$ cat src/rtl/det_seq_ctrl.sv
// Run controller for a serial sequence detector: arms a run, gates the bitstream, counts matches.
// Optional irq/irq_clr ports are built when DET_SEQ_CTRL_IRQ_EN is defined.
module det_seq_ctrl #(
    parameter int unsigned CNT_W = 8,
    parameter int unsigned TO_W  = 16
) (
    input  logic             clk_i,
    input  logic             rst_i,
    input  logic             start_i,
    input  logic             abort_i,
    input  logic             cfg_overlap_i,
    input  logic [CNT_W-1:0] cfg_target_i,
    input  logic [TO_W-1:0]  cfg_timeout_i,
    input  logic             ser_in_i,
    output logic             det_in_o,
    output logic             det_overlap_o,
    output logic             det_clr_o,
    input  logic             det_out_i,
    output logic             busy_o,
    output logic             done_o,
    output logic             timeout_o,
    output logic [CNT_W-1:0] match_count_o
`ifdef DET_SEQ_CTRL_IRQ_EN
    ,
    output logic             irq_o,
    input  logic             irq_clr_i
`endif
);

    localparam logic [2:0] StIdle  = 3'd0;
    localparam logic [2:0] StClear = 3'd1;
    localparam logic [2:0] StRun   = 3'd2;
    localparam logic [2:0] StDone  = 3'd3;
    localparam logic [2:0] StTout  = 3'd4;

    logic [2:0]       state_q, state_d;
    logic             ovl_q, ovl_d;
    logic [CNT_W-1:0] tgt_q, tgt_d;
    logic [TO_W-1:0]  to_q, to_d;
    logic [CNT_W-1:0] cnt_q, cnt_d;
    logic [TO_W-1:0]  timer_q, timer_d;
    logic             clr_q;

    logic [CNT_W-1:0] cnt_inc;
    logic [TO_W-1:0]  timer_inc;
    logic             match_hit;
    logic             to_hit;

    // Both counters saturate so a long run can never wrap into a false match or timeout.
    assign cnt_inc   = (cnt_q == '1) ? cnt_q : cnt_q + CNT_W'(1);
    assign timer_inc = (timer_q == '1) ? timer_q : timer_q + TO_W'(1);
    assign match_hit = det_out_i && (tgt_q != '0) && (cnt_inc == tgt_q);
    assign to_hit    = (to_q != '0) && (timer_q == to_q - TO_W'(1));

    always_comb begin
        state_d = state_q;
        ovl_d   = ovl_q;
        tgt_d   = tgt_q;
        to_d    = to_q;
        cnt_d   = cnt_q;
        timer_d = timer_q;
        if (abort_i) begin
            state_d = StIdle;
        end else begin
            case (state_q)
                StIdle, StDone, StTout: begin
                    if (start_i) begin
                        ovl_d   = cfg_overlap_i;
                        tgt_d   = cfg_target_i;
                        to_d    = cfg_timeout_i;
                        state_d = StClear;
                    end
                end
                StClear: begin
                    cnt_d   = '0;
                    timer_d = '0;
                    state_d = StRun;
                end
                StRun: begin
                    timer_d = timer_inc;
                    if (det_out_i) begin
                        cnt_d = cnt_inc;
                    end
                    // A completing match outranks a timeout landing on the same cycle.
                    if (match_hit) begin
                        state_d = StDone;
                    end else if (to_hit) begin
                        state_d = StTout;
                    end
                end
                default: state_d = StIdle;
            endcase
        end
    end

    always_ff @(posedge clk_i or posedge rst_i) begin
        if (rst_i) begin
            state_q <= StIdle;
            ovl_q   <= 1'b0;
            tgt_q   <= '0;
            to_q    <= '0;
            cnt_q   <= '0;
            timer_q <= '0;
            clr_q   <= 1'b0;
        end else begin
            state_q <= state_d;
            ovl_q   <= ovl_d;
            tgt_q   <= tgt_d;
            to_q    <= to_d;
            cnt_q   <= cnt_d;
            timer_q <= timer_d;
            clr_q   <= (state_d == StClear);
        end
    end

    assign det_in_o      = (state_q == StRun) & ser_in_i;
    assign det_overlap_o = ovl_q;
    assign det_clr_o     = clr_q;
    assign busy_o        = (state_q == StClear) || (state_q == StRun);
    assign done_o        = (state_q == StDone);
    assign timeout_o     = (state_q == StTout);
    assign match_count_o = cnt_q;

`ifdef DET_SEQ_CTRL_IRQ_EN
    logic irq_q, irq_d;
    logic enter_term;

    assign enter_term = ((state_d == StDone) && (state_q != StDone)) ||
                        ((state_d == StTout) && (state_q != StTout));

    always_comb begin
        irq_d = irq_q;
        if (enter_term) begin
            irq_d = 1'b1;
        end else if (irq_clr_i || abort_i || (state_d == StClear)) begin
            irq_d = 1'b0;
        end
    end

    always_ff @(posedge clk_i or posedge rst_i) begin
        if (rst_i) begin
            irq_q <= 1'b0;
        end else begin
            irq_q <= irq_d;
        end
    end

    assign irq_o = irq_q;
`endif

endmodule

$ cat config.mk
export PLATFORM = sky130hd
export DESIGN_NAME = det_seq_ctrl
export DESIGN_NICKNAME = d
export VERILOG_FILES = /design/src/rtl/det_seq_ctrl.sv
export SDC_FILE = /design/constraint.sdc
export NUM_CORES = 1
export LEC_CHECK = 0
export CORE_MARGIN = 1.5
export CORE_UTILIZATION = 55
export DETAILED_ROUTE_END_ITERATION = 12
export MAX_ROUTING_LAYER = met4
export PLACE_DENSITY = 0.8
export SKIP_LAST_GASP = 1
export SYNTH_ARGS = -nofsm -noshare
export SYNTH_HDL_FRONTEND = slang
export SYNTH_SLANG_ARGS = --single-unit
$ cat constraint.sdc
create_clock -name clk_i -period 7.7 [get_ports clk_i]
set_clock_uncertainty 0.15 [all_clocks]
set_input_delay 1.155 -clock clk_i [delete_from_list [all_inputs] [get_ports clk_i]]
set_output_delay 1.155 -clock clk_i [all_outputs]
set_load 0.05 [all_outputs]
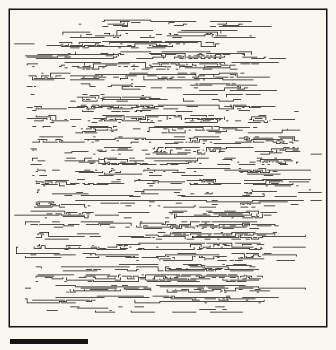
*The metal 1 layer*
The bar under the picture is 20 um long.
- longest straight run: 33.6 um
- nets with wire on the layer: 414
- share of all routed wire: 49%
- main direction: horizontal
- wire length on this layer: 3740 um

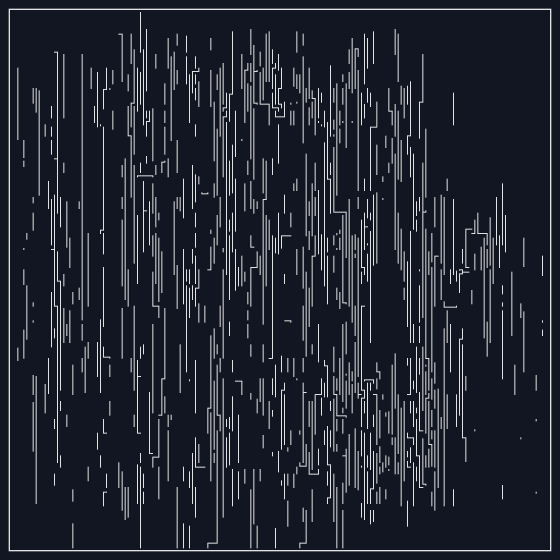
*The metal 2 layer*
- wire length on this layer: 3280 um
- longest straight run: 39.8 um
- share of all routed wire: 43%
- nets with wire on the layer: 380

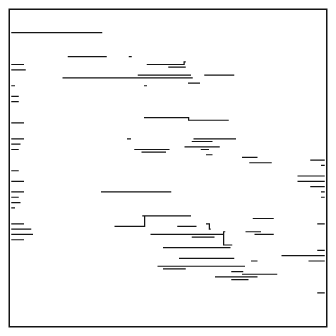
*M3 wires*
- wire length on this layer: 444 um
- main direction: horizontal
- longest straight run: 33.1 um
- share of all routed wire: 5.9%
- nets with wire on the layer: 64

==> deck_impl_summary.md <==
Implementation Results

Status
  – Outcome: completed

Detailed routing
  – Routed via count: 2972
  – WL per Instance: 14.6 um
  – Met1 WL: 3.74 mm
  – Vias per inst: 5.75
  – Detailed Route Iter0 Violations: 261

STA
  – Max_slew headroom: 27.2%
  – Unrepaired setup endpoints after global routing: no
  – Final Max Tran Viols: 0
  – Setup TNS Final: 0 ps
  – Minimum clock period: 3940 ps
  – Final setup fails: 0

Cells and area
  – Fraction of area in registers: 34.0%
  – Non-clock buffer count: 46
  – Layout clock buffers: 6
  – Share of post-route cells with drive strength above 1: 4.98%
  – Combinational Area: 1900 sq um
  – Most numerous logic cell after layout: nand2_1
  – Register area: 1330 sq um
  – Largest cell class by area: logic gates
  – Logic share of the area: 48.7%
  – Nets: 475
  – Post-route insts no fill: 517
  – Top flop regs: timer_q: 16 flops, to_q: 16 flops
  – Final core utilization: 66.4%
  – Area growth syn-to-layout: 16.9%

Placement
  – Placed insts: 509
  – Gpl congestion: 0.976
  – Number of buffers added on ports: 44
  – DP HPWL: 5.53 mm
  – Dpl ws: 3860 ps

Hold path
  – Min-delay src: det_overlap_o
  – Hold Crit Class: reg2reg

Synthesis
  – Yosys adder share: 1.12%
  – Area leader, netlist: dfrtp_1
  – Area share, top type: 39.7%
  – Top logic family: simple AND/OR/NAND/NOR gates
  – Leading cell types by count after synthesis: 93 x nand2_1, 53 x dfrtp_1, 37 x nor2_1, 20 x o21ai_0, 20 x xnor2_1
  – Main synth FF type: dfrtp_1
  – Simple-gate share of the synthesized area: 31.6%
  – Area fraction in mux cells: 0.899%
  – Yosys warns: 0
  – Chip Area, Yosys: 3340 sq um
  – Mean Syn Cell Area: 8.21 sq um
  – Yosys cell count: 407
  – Top cells by area: dfrtp_1 40%, nand2_1 10%, xnor2_1 5.2%

Clocking
  – CTS root buf: clkbuf_8
  – Post-CTS setup buffer count: 0
  – # resized after CTS: 0
  – Sink Count: 53

Pwr
  – Peak VDD IR: 0.000128 V
  – Switching share of power: 35.1%
  – P_leak: 1.69 nW
  – Clk. pwr: 173 uW
  – Tot Pwr: 740 uW

Worst setup path
  – Worst Path Buf+Inv: 1
  – Crit path DAT: 2630 ps
  – CP Class: reg2out
  – Worst reg2reg path depth: 9
  – Crit. path cell count: 4
  – Worst setup path end: det_in_o
  – Worst EP required: 6390 ps

GRT
  – Gr busiest metal: met2
  – Largest net degree at the start of global routing: 54
  – GR Util met1: 37.2%
  – Antenna violations before repair: 0
  – First-pass GRT wire length: 12.8 mm
  – Grt met3 use: 4.38%
  – Vias in the first global route: 2729

Floorplanning
  – N_taps: 75
  – Chip width: 81.0 um

Job
  – # Max-Cap Violations: 0
Power and IR drop assume default switching activity.
